==> images/density.png <==
The die is cut into 8 by 6 equal tiles; white is low, dark blue is high, 0 to 100% covered.
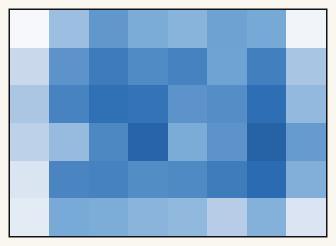
==> images/pins.png <==
Pins as bars across the die edge, other pins in gray.
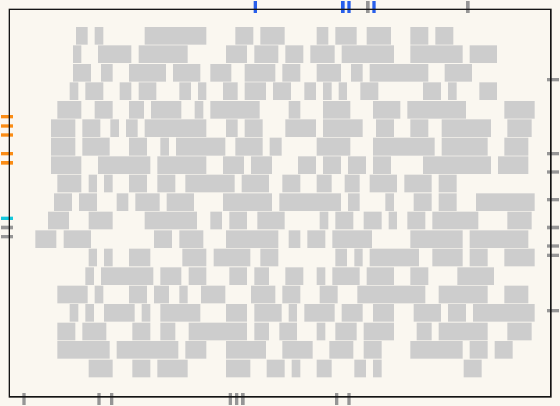
==> images/clock_map.png <==
Scale bar: 20 µm.
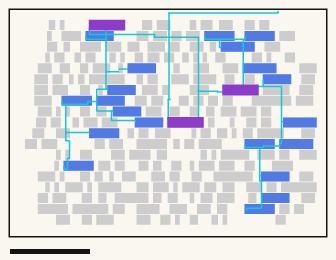
==> images/met3.png <==
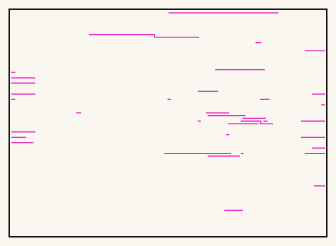
<file path="config.mk">
export PLATFORM = sky130hd
export DESIGN_NAME = ddr_word_sequencer
export DESIGN_NICKNAME = d
export VERILOG_FILES = /design/src/rtl/ddr_seq_pkg.sv /design/src/rtl/ddr_edge_counter.sv /design/src/rtl/ddr_word_sequencer.sv
export SDC_FILE = /design/constraint.sdc
export NUM_CORES = 1
export LEC_CHECK = 0
export CAP_MARGIN = 20
export CELL_PAD_IN_SITES_DETAIL_PLACEMENT = 1
export CELL_PAD_IN_SITES_GLOBAL_PLACEMENT = 1
export CORE_ASPECT_RATIO = 0.7
export CORE_MARGIN = 2
export CORE_UTILIZATION = 32
export CTS_BUF_LIST = sky130_fd_sc_hd__clkbuf_16
export DETAILED_ROUTE_END_ITERATION = 8
export MAX_ROUTING_LAYER = met4
export PLACE_DENSITY_LB_ADDON = 0.1
export SLEW_MARGIN = 0
export SYNTH_ARGS = -nofsm -noshare
export SYNTH_HDL_FRONTEND = slang
export SYNTH_SLANG_ARGS = --single-unit
</file>
<file path="constraint.sdc">
create_clock -name i_sys_clk -period 1.6 [get_ports i_sys_clk]
set_input_delay 0.32 -clock i_sys_clk [delete_from_list [all_inputs] [get_ports i_sys_clk]]
set_output_delay 0.32 -clock i_sys_clk [all_outputs]
set_load 0.005 [all_outputs]
</file>
<file path="src/rtl/ddr_seq_pkg.sv">
// rtl/ddr_seq_pkg.sv - shared phase encoding and edge-count constants for the DDR word sequencer
package ddr_seq_pkg;

  // Phase codes double as the o_phase output encoding.
  typedef enum logic [2:0] {
    PH_IDLE    = 3'd0,
    PH_CMD     = 3'd1,
    PH_DATA    = 3'd2,
    PH_CRC     = 3'd3,
    PH_RECOVER = 3'd4
  } phase_e;

  localparam int unsigned WORD_EDGES    = 20;
  localparam int unsigned RECOVER_EDGES = 38;
  localparam int unsigned PAYLOAD_FIRST = 2;
  localparam int unsigned PAYLOAD_LAST  = 17;
  localparam int unsigned CNT_W         = 6;

endpackage

</file>
<file path="src/rtl/ddr_edge_counter.sv">
// rtl/ddr_edge_counter.sv - registered 6-bit SCL edge counter with programmable terminal count
module ddr_edge_counter
  import ddr_seq_pkg::*;
(
  input  logic             clk_i,
  input  logic             rst_i,
  input  logic             en_i,
  input  logic             clr_i,
  input  logic [CNT_W-1:0] term_i,
  output logic [CNT_W-1:0] idx_o,
  output logic             wrap_o
);

  logic [CNT_W-1:0] idx_q;
  logic [CNT_W-1:0] idx_d;

  // Clear dominates the enable, so a wrap is never reported in a clearing cycle.
  assign wrap_o = en_i && !clr_i && (idx_q == term_i);
  assign idx_o  = idx_q;

  // Next index: clear, wrap at terminal count, or count one edge.
  always_comb begin
    idx_d = idx_q;
    if (clr_i) begin
      idx_d = '0;
    end else if (en_i) begin
      idx_d = wrap_o ? '0 : idx_q + 1'b1;
    end
  end

  // Index register.
  always_ff @(posedge clk_i) begin
    if (rst_i) idx_q <= '0;
    else       idx_q <= idx_d;
  end

endmodule

</file>
<file path="src/rtl/ddr_word_sequencer.sv">
// rtl/ddr_word_sequencer.sv - HDR-DDR frame sequencer (CRC word phase present when DDR_SEQ_CRC_EN is defined)
module ddr_word_sequencer #(
  parameter  int MAX_WORDS     = 16,
  parameter  int WORD_EDGES    = 20,
  parameter  int RECOVER_EDGES = 38,
  localparam int NW_W          = $clog2(MAX_WORDS + 1),
  localparam int WIDX_W        = (MAX_WORDS > 1) ? $clog2(MAX_WORDS) : 1
) (
  input  logic              i_sys_clk,
  input  logic              i_rst,
  input  logic              i_scl_pos_edge,
  input  logic              i_scl_neg_edge,
  input  logic              i_start,
  input  logic [NW_W-1:0]   i_num_words,
  input  logic              i_crc_en,
  input  logic              i_err_recover,
  input  logic              i_abort,
  output logic              o_busy,
  output logic [2:0]        o_phase,
  output logic [5:0]        o_bit_idx,
  output logic [WIDX_W-1:0] o_word_idx,
  output logic              o_payload_en,
  output logic              o_word_done,
  output logic              o_frame_done
);

  import ddr_seq_pkg::*;

  localparam logic [CNT_W-1:0] WORD_TERM = CNT_W'(WORD_EDGES - 1);
  localparam logic [CNT_W-1:0] REC_TERM  = CNT_W'(RECOVER_EDGES - 1);
  localparam logic [CNT_W-1:0] PL_FIRST  = CNT_W'(PAYLOAD_FIRST);
  localparam logic [CNT_W-1:0] PL_LAST   = CNT_W'(PAYLOAD_LAST);

  phase_e              state_q, state_d;
  logic [WIDX_W-1:0]   word_idx_q, word_idx_d;
  logic [WIDX_W-1:0]   last_idx_q, last_idx_d;
  logic                payload_en_q, payload_en_d;
  logic                word_done_q, word_done_d;
  logic                frame_done_q, frame_done_d;
  logic [WIDX_W-1:0]   start_last_idx;
  logic                edge_ev;
  logic                cnt_en;
  logic                cnt_clr;
  logic                cnt_wrap;
  logic [CNT_W-1:0]    cnt_idx;
  logic [CNT_W-1:0]    cnt_next;
  logic                word_phase;

`ifdef DDR_SEQ_CRC_EN
  logic crc_q, crc_d;
`else
  logic unused_crc_en;
  assign unused_crc_en = i_crc_en;
`endif

  // A cycle carrying both SCL edges counts once; IDLE holds the counter at zero.
  assign edge_ev    = i_scl_pos_edge | i_scl_neg_edge;
  assign cnt_en     = edge_ev && (state_q != PH_IDLE) && !i_abort;
  assign cnt_clr    = i_abort || (state_q == PH_IDLE);
  assign cnt_next   = cnt_idx + 1'b1;
  assign word_phase = (state_q == PH_CMD) || (state_q == PH_DATA) || (state_q == PH_CRC);

  ddr_edge_counter u_edge_counter (
    .clk_i  (i_sys_clk),
    .rst_i  (i_rst),
    .en_i   (cnt_en),
    .clr_i  (cnt_clr),
    .term_i ((state_q == PH_RECOVER) ? REC_TERM : WORD_TERM),
    .idx_o  (cnt_idx),
    .wrap_o (cnt_wrap)
  );

  // Requested word count reduced to a last-word index: 0 means one word, excess clamps to MAX_WORDS.
  always_comb begin
    start_last_idx = '0;
    if (i_num_words == '0) begin
      start_last_idx = '0;
    end else if (i_num_words > NW_W'(MAX_WORDS)) begin
      start_last_idx = WIDX_W'(MAX_WORDS - 1);
    end else begin
      start_last_idx = WIDX_W'(i_num_words - 1'b1);
    end
  end

  // Frame FSM: phase transitions on counter wrap, strobe generation, abort override.
  always_comb begin
    state_d      = state_q;
    word_idx_d   = word_idx_q;
    last_idx_d   = last_idx_q;
    payload_en_d = 1'b0;
    word_done_d  = 1'b0;
    frame_done_d = 1'b0;
`ifdef DDR_SEQ_CRC_EN
    crc_d        = crc_q;
`endif

    case (state_q)
      PH_IDLE: begin
        word_idx_d = '0;
        if (i_err_recover) begin
          state_d = PH_RECOVER;
        end else if (i_start) begin
          state_d    = PH_CMD;
          last_idx_d = start_last_idx;
`ifdef DDR_SEQ_CRC_EN
          crc_d      = i_crc_en;
`endif
        end
      end
      PH_CMD: begin
        if (cnt_wrap) begin
          state_d     = PH_DATA;
          word_idx_d  = '0;
          word_done_d = 1'b1;
        end
      end
      PH_DATA: begin
        if (cnt_wrap) begin
          word_done_d = 1'b1;
          if (word_idx_q != last_idx_q) begin
            word_idx_d = word_idx_q + 1'b1;
          end else begin
            word_idx_d = '0;
`ifdef DDR_SEQ_CRC_EN
            if (crc_q) begin
              state_d = PH_CRC;
            end else begin
              state_d      = PH_IDLE;
              frame_done_d = 1'b1;
            end
`else
            state_d      = PH_IDLE;
            frame_done_d = 1'b1;
`endif
          end
        end
      end
`ifdef DDR_SEQ_CRC_EN
      PH_CRC: begin
        if (cnt_wrap) begin
          state_d      = PH_IDLE;
          word_done_d  = 1'b1;
          frame_done_d = 1'b1;
        end
      end
`endif
      PH_RECOVER: begin
        if (cnt_wrap) begin
          state_d      = PH_IDLE;
          frame_done_d = 1'b1;
        end
      end
      default: begin
        state_d = PH_IDLE;
      end
    endcase

    // Payload strobe tracks the index the counter is about to hold.
    if (cnt_en && word_phase && !cnt_wrap && (cnt_next >= PL_FIRST) && (cnt_next <= PL_LAST)) begin
      payload_en_d = 1'b1;
    end

    // Abort beats any coincident edge and suppresses every strobe.
    if (i_abort && (state_q != PH_IDLE)) begin
      state_d      = PH_IDLE;
      word_idx_d   = '0;
      payload_en_d = 1'b0;
      word_done_d  = 1'b0;
      frame_done_d = 1'b0;
    end
  end

  // State, word index and registered strobes.
  always_ff @(posedge i_sys_clk) begin
    if (i_rst) begin
      state_q      <= PH_IDLE;
      word_idx_q   <= '0;
      last_idx_q   <= '0;
      payload_en_q <= 1'b0;
      word_done_q  <= 1'b0;
      frame_done_q <= 1'b0;
    end else begin
      state_q      <= state_d;
      word_idx_q   <= word_idx_d;
      last_idx_q   <= last_idx_d;
      payload_en_q <= payload_en_d;
      word_done_q  <= word_done_d;
      frame_done_q <= frame_done_d;
    end
  end

`ifdef DDR_SEQ_CRC_EN
  // Latched CRC request for the current frame.
  always_ff @(posedge i_sys_clk) begin
    if (i_rst) crc_q <= 1'b0;
    else       crc_q <= crc_d;
  end
`endif

  assign o_busy       = (state_q != PH_IDLE);
  assign o_phase      = state_q;
  assign o_bit_idx    = cnt_idx;
  assign o_word_idx   = word_idx_q;
  assign o_payload_en = payload_en_q;
  assign o_word_done  = word_done_q;
  assign o_frame_done = frame_done_q;

endmodule
</file>
==> run summary <==
Number of setup violations in the final report: 8
HP Class: reg -> reg
Origin of the critical flop-to-flop path: o_phase[2]
Adder-cell share of the synthesized area: 5.69%
Number of warnings the tools reported: 32
Highest achievable clock rate: 0.574 GHz
Switching power: 0.000402 W
Leading cell type in the layout, fill and taps excluded: sky130_fd_sc_hd__buf_4
Number of enable-type register cells in the synthesized netlist: 0
Worst-case clock buffer depth: 2
Number of detailed-route iterations in the first pass: 4
Clock-pin slew on the worst setup and hold paths: 0.05 ns
Chip area in the Yosys report: 0.00128 mm²
Startpoint type of the worst setup path: register
Clock Tree Root: sky130_fd_sc_hd__clkbuf_16
Crit share post-route: 109%
Number of hold-slack violations in the final timing report: 0
Post-Place Worst Slack: -0.381 ns
Largest net degree at the start of global routing: 12
Hold path start: last_idx_q[3]
Number of instances in the synthesized netlist: 147
Number of cells in Yosys stat: 147
Wire length of the first global-routing pass: 7.05 mm
Complex-gate fraction of the synthesized area: 14.0%
Synthesis warning total: 0
Simple logic cell fraction of the synthesized area: 34.3%
Share of final-layout standard cells stronger than drive strength 1: 46.4%
Routed length per placed instance: 18.5 µm
Required time worst endpoint: 1.78 ns
Setup repair after global routing missed its margin: yes
Hpwl dp: 3.14 mm
Die area: 0.00452 mm²
Placer congestion estimate: 0.808
CP max stage cell: sky130_fd_sc_hd__or4b_4
Remaining max-slew budget at the tightest pin: 72.5%
Endpoint kind of the worst setup timing path: register
Worst voltage drop across the vdd grid: 0.416 mV
Yosys reg bits: 20
Failing checks: setup timing
Clock tree from TritonCTS: built
Switching share of power: 27.3%
Max-cap violation count: 0
Top comb family, area: simple AND/OR/NAND/NOR gates
Final number of max-transition violations: 0
Most area-consuming cells after synthesis: sky130_fd_sc_hd__dfxtp_1 (31%), sky130_fd_sc_hd__nor2_1 (5.6%), sky130_fd_sc_hd__ha_1 (4.9%), sky130_fd_sc_hd__buf_6 (3.5%), sky130_fd_sc_hd__nand3b_1 (3.5%)
Num ports: 30
Area growth from synthesis to layout: 85.2%
Most instantiated library cell after synthesis: sky130_fd_sc_hd__dfxtp_1
Xor/xnor cell area share of the yosys netlist: 6.86%
Leak: 1.01 nW
Synth cell count leaders: sky130_fd_sc_hd__dfxtp_1 (20), sky130_fd_sc_hd__nor2_1 (19), sky130_fd_sc_hd__nand3_1 (8)
Cells on worst reg2reg path: 6
Site row count: 19
Number of buffers inserted during clock tree synthesis: 3
Syn Nets: 165
Share of the yosys chip area belonging to registers: 31.4%
Proportion of netlist area held by the largest area contributor: 31.4%
Number of global-route vias before repair: 1431
Worst Path Max Fanout: 5
Grt total ovfl: 0
FFs w/ async S/R, synth: 0%
Hold-fix buffers at CTS: 0
Overall power consumption: 0.00147 W
R2R Path End: o_phase[1]
Multiplexer area fraction after synthesis: 1.18%
Number of antenna violations at the first check in global routing: 0
Critical path arrival: 1.92 ns
WHS Path Cells: 2
Post-Synthesis Cell Area: 0.00128 mm²
Hold worst-path end: last_idx_q[3]
Tally of unique sky130hd cells used after synthesis: 47
Post-synthesis cell type with the largest combined area: sky130_fd_sc_hd__dfxtp_1
Sequential cell fraction of total power: 36.3%
Part of the total power dissipated in combinational logic: 28.4%
TritonCTS Sinks: 20
Top Layout Cells: sky130_fd_sc_hd__buf_4 (41), sky130_fd_sc_hd__clkdlybuf4s50_1 (19), sky130_fd_sc_hd__nor2_1 (16), sky130_fd_sc_hd__buf_6 (10), sky130_fd_sc_hd__dfxtp_1 (9)
Via/cell ratio: 5.25
Share of total power in the clock network: 35.3%
Post-detailed-route DRC marker count: 0
Global router's overall resource usage: 21.0%
Status: finished, violations left
Setup slack of the critical path after layout: -0.143 ns
Critical path cell sequence: buf_6 -> nor3_4 -> inv_2 -> a21o_4 -> or4b_4 -> o2bb2ai_4
Worst-case register-to-register setup slack: -0.14 ns
Slew @ Worst Pin: 0.409 ns
Final net count: 243
Floorplan core density: 32.9%
Critical path start-end classification: reg -> reg
Average footprint of a synthesized cell: 8.68 µm²
Worst path max stage delay: 0.55 ns
Endpoint of the most critical setup path: o_phase[1]
First element of the critical path: o_phase[2]
Clock H-tree levels: 1
Min cycle time layout: 1.74 ns
Most used DFF post-synth: sky130_fd_sc_hd__dfxtp_1
Internal power: 0.00107 W
Pwr per Cell Area: 623 mW/mm²
Initial DRC Count: 37
Number of diodes added for antenna fixing: 0
Number of routed nets with antenna violations: 0
## Picture notes: density.png
mean over tiles: 51%
fullest tile: 80%
tiles over 75% full: 6.2%
core utilization of the finished layout: 61.0%
core area: 0.00387 mm²

## Picture notes: pins.png
[`i_num_words`] orange | pins: 5 | direction: input | edge: west
[`o_word_idx`] blue | pins: 4 | direction: output | edge: north
[`i_rst`] cyan | pins: 1 | direction: input | edge: west
count of buffers from port buffering: 28
chip height: 56.8 µm
floorplan die width: 79.5 µm

## Picture notes: clock_map.png
[cells driving clock nets] purple | count: 3
[clock wires] cyan | length: 282 µm
[flip-flops] blue | count: 20
routed clock nets: 4
Post-Route Skew: 0.00145 ns
Clk Latency, worst-skew pair: 0.26 ns

## Picture notes: met3.png
longest straight run: 27.4 µm
share of all routed wire: 4.0%
Routed Wire Length: 5.11 mm
met3 usage in global routing: 4.34%
total via count after detailed routing: 1449

## layout make-up
type                            count  area [µm²]
Clock buffer                        3        75.1
Clock inverter                      1        3.75
Fill cell                         431        1510
Inverter                            7        26.3
Multi-Input combinational cell    113        1040
Sequential cell                    20         424
Tap cell                           52        65.1
Timing Repair Buffer               80         728
## critical path, delay by kind of cell (launching register included)
kind | cells | cell delay, ns
AOI/OAI and AO/OA | 2 | 0.41
buffers and inverters | 2 | 0.21
DFF | 1 | 0.37
and+or+nand+nor | 2 | 0.69
## power groups by stage
stage               clock [W]  combinational [W]  sequential [W]
CTS                  0.000528           0.000327        0.000535
floorplan                   0           0.000144        0.000536
finish               0.000520           0.000418        0.000535
global route         0.000555           0.000443        0.000537
detailed placement          0           0.000289        0.000547
global placement            0           0.000279        0.000546
## layer usage
metal,global-route usage [%],wire length [µm],share of wire [%],vias up
li1,-,-,-,692
met1,28.1,2390,47,700
met2,32.8,2420,47,44
met3,4.34,206,4.0,13
met4,4.43,89,1.7,0
met5,-,0,0,-
## metrics by stage
stage / instances / utilization (%) / area (µm²) / hold WS, ns / TNS (ns)
floorplan: 147 / - / 1300 / 0.462 / -0.163
global placement: 259 / 48.4 / 1880 / 0.480 / -3.97
detailed placement: 259 / 48.4 / 1880 / 0.493 / -4.86
CTS: 272 / 54.8 / 2120 / 0.502 / -0.207
global route: 276 / 61.0 / 2360 / 0.513 / -1.24
finish: 276 / 61.0 / 2360 / 0.500 / -0.546
## flip-flops by register name (all words and copies together) (netlist names)
signal and cells:
o_word_done 1, o_frame_done 1, o_word_idx 4, last_idx_q 4
u_edge_counter.idx_o 6, o_phase 3, o_payload_en 1
## what timing repair did
action | 4_1_cts | 5_1_grt
resized | 30 | 41
pin swaps | 14 | 17
setup buffers | 9 | 6
endpoints found under the setup margin | 24 | 25
Power is estimated from default activity; no workload was simulated.
